==> src/rtl/aud_pkg.sv <==
// Shared audio definitions for the codec record and playback paths.
//   AUD_DATA_W  : default sample width per channel.
//   rx_state_t  : capture FSM states of the I2S ADC receiver.
package aud_pkg;

    localparam int AUD_DATA_W = 16;

    typedef enum logic [2:0] {
        S_IDLE   = 3'd0,
        S_SYNC   = 3'd1,
        S_LEFT   = 3'd2,
        S_WAIT_R = 3'd3,
        S_RIGHT  = 3'd4,
        S_WAIT_L = 3'd5
    } rx_state_t;

endpackage

==> src/rtl/sync_edge.sv <==
// Multi-flop synchronizer for one asynchronous line, with a registered copy of
// the synchronized level used for single-cycle edge strobes.
//   i_clk    : system clock
//   i_rst    : synchronous active-high reset (clears every flop)
//   i_async  : asynchronous input line
//   o_level  : synchronized level (STAGES flops deep)
//   o_rise   : one-cycle strobe, synchronized level went 0 -> 1
//   o_fall   : one-cycle strobe, synchronized level went 1 -> 0
module sync_edge #(
    parameter int STAGES = 2
) (
    input  logic i_clk,
    input  logic i_rst,
    input  logic i_async,
    output logic o_level,
    output logic o_rise,
    output logic o_fall
);

    // Fewer than two flops is not a safe synchronizer; clamp to two.
    localparam int DEPTH = (STAGES < 2) ? 2 : STAGES;

    logic [DEPTH-1:0] sync_q;
    logic [DEPTH-1:0] sync_d;
    logic             prev_q;
    logic             prev_d;

    always_comb begin
        sync_d = {sync_q[DEPTH-2:0], i_async};
        prev_d = sync_q[DEPTH-1];
    end

    always_ff @(posedge i_clk) begin
        if (i_rst) begin
            sync_q <= '0;
            prev_q <= 1'b0;
        end else begin
            sync_q <= sync_d;
            prev_q <= prev_d;
        end
    end

    assign o_level = sync_q[DEPTH-1];
    assign o_rise  = sync_q[DEPTH-1] & ~prev_q;
    assign o_fall  = ~sync_q[DEPTH-1] & prev_q;

endmodule

==> src/rtl/i2s_adc_receiver.sv <==
// I2S ADC receiver for the WM8731 record path (codec is clock master).
// BCLK, ADCLRCK and ADCDAT are oversampled in the i_clk domain; BCLK is only
// ever treated as data. Each completed left/right pair is offered as one
// parallel frame on a valid/ready handshake.
//   i_clk, i_rst           : system clock, synchronous active-high reset
//   i_en                   : capture enable (level)
//   i_bclk/i_lrck/i_adcdat : asynchronous codec serial port (lrck low = left)
//   o_data_l/o_data_r      : captured two's-complement samples
//   o_valid/i_ready        : frame handshake
//   o_overrun/i_clr_ovr    : sticky dropped-frame flag and its clear
//   o_busy                 : capture FSM is not idle
module i2s_adc_receiver
    import aud_pkg::*;
#(
    parameter int DATA_W      = AUD_DATA_W,
    parameter int SYNC_STAGES = 2
) (
    input  logic              i_clk,
    input  logic              i_rst,
    input  logic              i_en,
    input  logic              i_bclk,
    input  logic              i_lrck,
    input  logic              i_adcdat,
    output logic [DATA_W-1:0] o_data_l,
    output logic [DATA_W-1:0] o_data_r,
    output logic              o_valid,
    input  logic              i_ready,
    output logic              o_overrun,
    input  logic              i_clr_ovr,
    output logic              o_busy
);

    localparam int              CNT_W    = $clog2(DATA_W + 1);
    localparam logic [CNT_W-1:0] LAST_BIT = CNT_W'(DATA_W - 1);

    // ------------------------------------------------------------------
    // Input synchronization: all three lines use identical depth so the
    // relative order of BCLK, LRCK and data transitions is preserved.
    // ------------------------------------------------------------------
    logic bclk_rise;
    logic bclk_level_unused;
    logic bclk_fall_unused;
    logic lrck_rise;
    logic lrck_fall;
    logic lrck_level_unused;
    logic adcdat_bit;
    logic adcdat_rise_unused;
    logic adcdat_fall_unused;

    sync_edge #(.STAGES(SYNC_STAGES)) u_sync_bclk (
        .i_clk   (i_clk),
        .i_rst   (i_rst),
        .i_async (i_bclk),
        .o_level (bclk_level_unused),
        .o_rise  (bclk_rise),
        .o_fall  (bclk_fall_unused)
    );

    sync_edge #(.STAGES(SYNC_STAGES)) u_sync_lrck (
        .i_clk   (i_clk),
        .i_rst   (i_rst),
        .i_async (i_lrck),
        .o_level (lrck_level_unused),
        .o_rise  (lrck_rise),
        .o_fall  (lrck_fall)
    );

    sync_edge #(.STAGES(SYNC_STAGES)) u_sync_adcdat (
        .i_clk   (i_clk),
        .i_rst   (i_rst),
        .i_async (i_adcdat),
        .o_level (adcdat_bit),
        .o_rise  (adcdat_rise_unused),
        .o_fall  (adcdat_fall_unused)
    );

    // ------------------------------------------------------------------
    // Capture FSM state
    // ------------------------------------------------------------------
    rx_state_t          state_q,   state_d;
    logic [CNT_W-1:0]   cnt_q,     cnt_d;
    logic               skip_q,    skip_d;     // next BCLK rise is the I2S delay slot
    logic [DATA_W-1:0]  shl_q,     shl_d;
    logic [DATA_W-1:0]  shr_q,     shr_d;
    logic               busy_q,    busy_d;
    logic               frame_done;

    always_comb begin
        state_d    = state_q;
        cnt_d      = cnt_q;
        skip_d     = skip_q;
        shl_d      = shl_q;
        shr_d      = shr_q;
        frame_done = 1'b0;

        if (!i_en) begin
            state_d = S_IDLE;
        end else begin
            case (state_q)
                S_IDLE: begin
                    state_d = S_SYNC;
                end
                S_SYNC: begin
                    // Only a left-channel start is a safe frame boundary.
                    if (lrck_fall) begin
                        state_d = S_LEFT;
                        cnt_d   = '0;
                        skip_d  = 1'b1;
                    end
                end
                S_LEFT: begin
                    // Any LRCK edge here means the channel was short.
                    if (lrck_rise || lrck_fall) begin
                        state_d = S_SYNC;
                    end else if (bclk_rise) begin
                        if (skip_q) begin
                            skip_d = 1'b0;
                        end else begin
                            shl_d = {shl_q[DATA_W-2:0], adcdat_bit};
                            cnt_d = cnt_q + CNT_W'(1);
                            if (cnt_q == LAST_BIT) begin
                                state_d = S_WAIT_R;
                            end
                        end
                    end
                end
                S_WAIT_R: begin
                    // Surplus slot bits are ignored until the channel flips.
                    if (lrck_rise) begin
                        state_d = S_RIGHT;
                        cnt_d   = '0;
                        skip_d  = 1'b1;
                    end
                end
                S_RIGHT: begin
                    if (lrck_rise || lrck_fall) begin
                        state_d = S_SYNC;
                    end else if (bclk_rise) begin
                        if (skip_q) begin
                            skip_d = 1'b0;
                        end else begin
                            shr_d = {shr_q[DATA_W-2:0], adcdat_bit};
                            cnt_d = cnt_q + CNT_W'(1);
                            if (cnt_q == LAST_BIT) begin
                                state_d    = S_WAIT_L;
                                frame_done = 1'b1;
                            end
                        end
                    end
                end
                S_WAIT_L: begin
                    if (lrck_fall) begin
                        state_d = S_LEFT;
                        cnt_d   = '0;
                        skip_d  = 1'b1;
                    end
                end
                default: begin
                    state_d = S_IDLE;
                end
            endcase
        end

        busy_d = (state_d != S_IDLE);
    end

    // ------------------------------------------------------------------
    // Output frame register and handshake
    // ------------------------------------------------------------------
    logic [DATA_W-1:0] data_l_q, data_l_d;
    logic [DATA_W-1:0] data_r_q, data_r_d;
    logic              valid_q,  valid_d;
    logic              ovr_q,    ovr_d;

    always_comb begin
        data_l_d = data_l_q;
        data_r_d = data_r_q;
        valid_d  = valid_q;
        ovr_d    = ovr_q;

        if (valid_q && i_ready) begin
            valid_d = 1'b0;
        end

        if (i_clr_ovr) begin
            ovr_d = 1'b0;
        end

        // A completing frame loads if the slot is empty or being emptied this
        // cycle; otherwise it is dropped and the held frame stays stable.
        // Placed after the clear so a simultaneous set wins.
        if (frame_done) begin
            if (!valid_q || i_ready) begin
                data_l_d = shl_d;
                data_r_d = shr_d;
                valid_d  = 1'b1;
            end else begin
                ovr_d = 1'b1;
            end
        end
    end

    always_ff @(posedge i_clk) begin
        if (i_rst) begin
            state_q  <= S_IDLE;
            cnt_q    <= '0;
            skip_q   <= 1'b0;
            shl_q    <= '0;
            shr_q    <= '0;
            busy_q   <= 1'b0;
            data_l_q <= '0;
            data_r_q <= '0;
            valid_q  <= 1'b0;
            ovr_q    <= 1'b0;
        end else begin
            state_q  <= state_d;
            cnt_q    <= cnt_d;
            skip_q   <= skip_d;
            shl_q    <= shl_d;
            shr_q    <= shr_d;
            busy_q   <= busy_d;
            data_l_q <= data_l_d;
            data_r_q <= data_r_d;
            valid_q  <= valid_d;
            ovr_q    <= ovr_d;
        end
    end

    assign o_data_l  = data_l_q;
    assign o_data_r  = data_r_q;
    assign o_valid   = valid_q;
    assign o_overrun = ovr_q;
    assign o_busy    = busy_q;

endmodule

==> config.mk <==
export PLATFORM = sky130hd
export DESIGN_NAME = i2s_adc_receiver
export DESIGN_NICKNAME = d
export VERILOG_FILES = /design/src/rtl/aud_pkg.sv /design/src/rtl/sync_edge.sv /design/src/rtl/i2s_adc_receiver.sv
export SDC_FILE = /design/constraint.sdc
export NUM_CORES = 1
export LEC_CHECK = 0
export CAP_MARGIN = 10
export CORE_MARGIN = 10
export CORE_UTILIZATION = 54
export DETAILED_ROUTE_END_ITERATION = 10
export MAX_ROUTING_LAYER = met4
export PLACE_DENSITY = 0.86
export SYNTH_ARGS = -nofsm -noshare
export SYNTH_HDL_FRONTEND = slang
export SYNTH_SLANG_ARGS = --single-unit
==> constraint.sdc <==
create_clock -name i_clk -period 2.9 [get_ports i_clk]
set_clock_uncertainty 0.1 [all_clocks]
set_input_delay 0.725 -clock i_clk [delete_from_list [all_inputs] [get_ports i_clk]]
set_output_delay 0.725 -clock i_clk [all_outputs]
set_load 0.01 [all_outputs]
Fig. 1: run 1, metal layers overlaid
Drawn at 3 px/um.
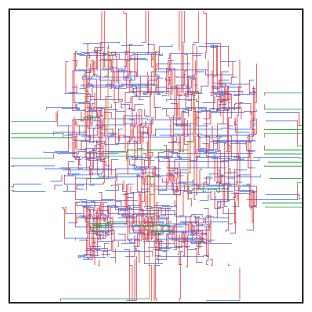
legend:
  metal 1:
    color: blue
    wire_length: 2950 um
  metal 4:
    color: orange
    wire_length: 161 um
  metal 3:
    color: green
    wire_length: 364 um
  metal 2:
    color: red
    wire_length: 3290 um
overall via count from detail_route: 2611
Final Routed Wirelength: 6.76 mm

Fig. 2: run 1, sequential cells grouped by signal name
Drawn at 3 px/um.
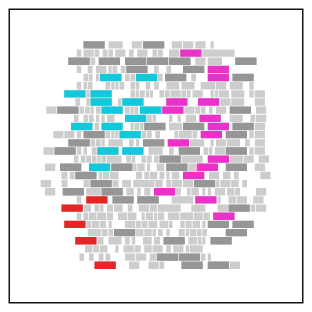
legend:
  `shr_q`:
    color: cyan
    placed_flops: 15
  `shl_q`:
    color: magenta
    placed_flops: 16
  `cnt_q`:
    color: red
    placed_flops: 5
    where: lower left
sequential fraction of total cell area: 0.423
area of all sequential standard cells: 0.00166 mm2
final design utilization: 0.671
Power Sequential: 1.15 mW

Fig. 3: run 1, routing congestion
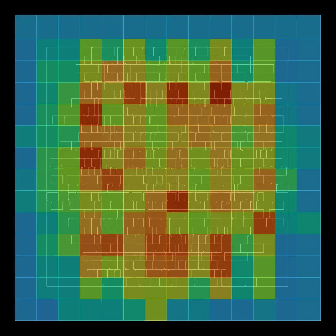
post-detailed-route wirelength per cell: 14.5 um
Total Routing Usage GR: 0.148
met2 global-route usage: 0.235
met3 Track Usage GR: 0.0370
routing layer with the top usage in global route: met2

==> qor.yml, run 1 <==
clock_network:
  postCtsSetupBuffers: 0
  path_clk_slew_ns: 0.07
  cts_htree_levels: 3
  post_cts.resized_instances: 0
  clk_root_buffer_cell: "clkbuf_8"
  clock-sinks: 83
  clock_latency_ns: 0.34
critical_path:
  required_ns: 3.00
  worstSetupStartpoint: "i_en"
  reg2reg_setup_slack_ns: 0.73
  critPathCapture: "o_data_l[4]"
  crit-reg2reg-capture: "cnt_q[0]"
  critPathMaxFanout: 16
  worstPathArrival_ns: 2.35
  timing.critical_path.buf_inv: 1
  r2r_start: "u_sync_lrck.sync_q[1]"
  cpMaxStageDelayCell: "clkdlybuf4s50_1"
  timing.setup.critical_path_class: "primary input to flip-flop"
  path_depth: 5
  rr_worst_depth: 6
yosys:
  ys_ff: 83
  yosysWarnings: 0
  synth_cell_type_count: 40
  synthFlopType: "dfxtp_1"
  yosysCellCount: 353
  fp_nets: 365
  async_reset_ff_frac: 0
  netlist_top_cells_area: "dfxtp_1 51%, a21oi_1 8.8%, nor3_1 5.4%"
  synthDominantAreaCellType: "dfxtp_1"
  mappedNetlistArea_mm2: 0.00323
  synth.top_cells.by_count: "83 x dfxtp_1, 57 x a21oi_1, 35 x nor3_1"
  enable_flop_cells: 0
  seq_area_frac_synth: 0.515
floorplan:
  chipArea_mm2: 0.00947
  die_w_um: 97.3
  number_of_placed_i_o_pins: 43
  placeableCoreArea_mm2: 0.00585
  die_h_um: 97.3
sta:
  tightest_slew_ns: 0.693
  clock.fmax_mhz: 443
  fin_ws_ns: 0.645
  finalHoldWorstSlack_ns: 0.348
  finalSetupViolations: 0
  setup_total_negative_slack_ns: 0
global_routing:
  antenna_found_initial: 0
  globalRoute.totalOverflow: 0
  grt_max_degree: 48
  grt_pass1_wl_mm: 11.6
finish:
  largestClassByArea: "registers"
  signal_buffers_share_of_area: 0.135
  final_common_cell: "dfxtp_1"
  area.combinational_mm2: 0.00143
  finish.cell_count_without_fillers: 467
  fill_cells: 438
  antenna-diode-count: 0
  inv_count: 6
  area_growth_pct: 21.6
  nNonClkBuffers: 52
  area_share_clock_buf_inv: 0.0491
power:
  power_leader: "sequential cells"
  power_density_mw_per_mm2: 510
  power_combinational_uw: 55.4
  clock_net_power_uw: 798
  total_switching_power_uw: 435
  vdd.ir_drop.worst_uv: 336
hold_path:
  holdPathStages: 1
  min_from: "u_sync_bclk.sync_q[0]"
run:
  warning_count: 27
  timing.max_cap.violations: 0
status:
  outcome: "completed"
place:
  total_placed_instance_area_mm2: 0.00373
  placement.io_buffers: 42
  dpl_worst_slack_ns: 0.281
routing:
  post-route-drc-count: 0
[run 1: flip-flops by register name, summed over array words and instances, names as in the netlist, 2 cells and up]
name / flops
o_data_l: 16
o_data_r: 16
shl_q: 16
shr_q: 15
cnt_q: 5
state_q: 3
u_sync_adcdat.sync_q: 2
u_sync_bclk.sync_q: 2
u_sync_lrck.sync_q: 2
[run 1: kinds of logic (layout without fill, tap and decap cells)]
logic type	after synthesis	count (layout)	share of synthesized area
fa+ha+maj	4	4	0.0155
simple gates	124	124	0.193
flops	83	83	0.515
xor+xnor	1	1	0.00271
mux	16	16	0.0496
buf+inv	35	74	0.0453
compound gates	90	90	0.179
[run 1: metal layers]
metal  global-route usage  vias up  routed length, um
met1                0.167     1221               2950
met2                0.235       63               3290
met5                    -        -                  0
met4               0.0805        0                161
li1                     -     1312                  -
met3               0.0370       15                363
Fig. 4: run 1, clock network drawn from the DEF
Drawn at 4 px/um.
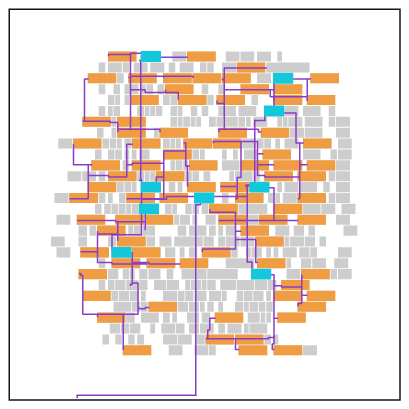

==> run 2, diff against run 1 <==
==> constraint.sdc (replaced) <==
create_clock -name i_clk -period 2.3 [get_ports i_clk]
set_clock_uncertainty 0.1 [all_clocks]
set_input_delay 0.575 -clock i_clk [delete_from_list [all_inputs] [get_ports i_clk]]
set_output_delay 0.575 -clock i_clk [all_outputs]
set_load 0.01 [all_outputs]
Fig. 5: run 2, clock network drawn from the DEF
Drawn at 4 px/um.
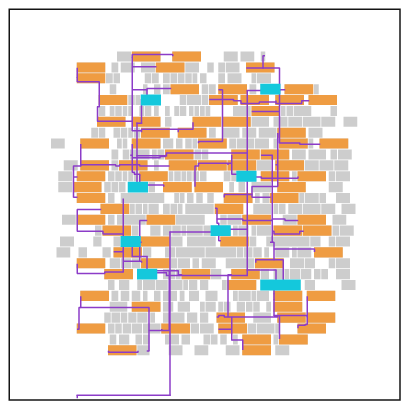
legend:
  clock wires:
    color: purple
    length: 907 um
  flip-flops:
    color: orange
    count: 83
  clock drivers:
    color: cyan
    count: 9
routed clock nets: 10
P_clk: 1.17 mW
share of total power in the clock network: 0.435

==> qor.yml, run 2 <==
run:
  warning_count: 27
floorplan:
  chipArea_mm2: 0.00947
  number_of_placed_i_o_pins: 43
status:
  outcome: "completed"
yosys:
  synth_cell_type_count: 40
  mappedNetlistArea_mm2: 0.00323
  enable_flop_cells: 0
  post_synth_and_or_nand_nor_area_fraction: 0.193
  yosysWarnings: 0
  netlist_top_cells_area: "dfxtp_1 51%, a21oi_1 8.8%, nor3_1 5.4%"
  ys_top_logic_family: "simple AND/OR/NAND/NOR gates"
  async_reset_ff_frac: 0
  synth.top_cells.by_count: "83 x dfxtp_1, 57 x a21oi_1, 35 x nor3_1"
  post_synth_ao_oa_area_fraction: 0.179
clock_network:
  postCtsSetupBuffers: 0
  path_clk_slew_ns: 0.07
routing:
  met2_wirelength_mm: 3.43
  routed-via-count: 2577
  postRouteWirelength_mm: 7.09
critical_path:
  worstPathArrival_ns: 2.22
  timing.critical_path.buf_inv: 1
global_routing:
  grt_pass1_wl_mm: 11.9
  grt_max_degree: 66
  antenna_found_initial: 0
  groute.layer.met2.usage: 0.233
  grt_util_met3: 0.0398
  grt-busiest-layer: "met2"
  globalRouteTotalUtil: 0.151
finish:
  postLayoutCoreUtil: 0.686
  finish.cell_count_without_fillers: 469
  antenna-diode-count: 0
power:
  power_leader: "sequential cells"
  power_sequential_mw: 1.45
  total_switching_power_uw: 544
  power_density_mw_per_mm2: 672
  power_combinational_uw: 71.3
  vdd.ir_drop.worst_uv: 534
sta:
  finalSetupViolations: 0
place:
  dpl_worst_slack_ns: -0.0583
  total_placed_instance_area_mm2: 0.00378
-- run 2: cell counts after synthesis --
No cell type changed its count.
-- run 2: layout make-up --
class | count | area [um2]
fill | 429 | 1840
sequential | 83 | 1660
multi-input combinational | 235 | 1430
timing repair buffer | 54 | 581
clock buffer | 13 | 159
tap | 75 | 93.8
clock inverter | 3 | 68.8
inverter | 6 | 22.5
-- run 2: worst paths after layout --
path                            slack (ns)             startpoint                    end  cells after the start
worst max-delay path                  0.20                 skip_q           o_data_r[14]                      5
worst min-delay path                  0.34  u_sync_lrck.sync_q[0]  u_sync_lrck.sync_q[1]                      1
worst max register to register        0.20                 skip_q           o_data_r[14]                      5
worst min register to register        0.34  u_sync_lrck.sync_q[0]  u_sync_lrck.sync_q[1]                      1
Power is estimated from default activity; no workload was simulated.
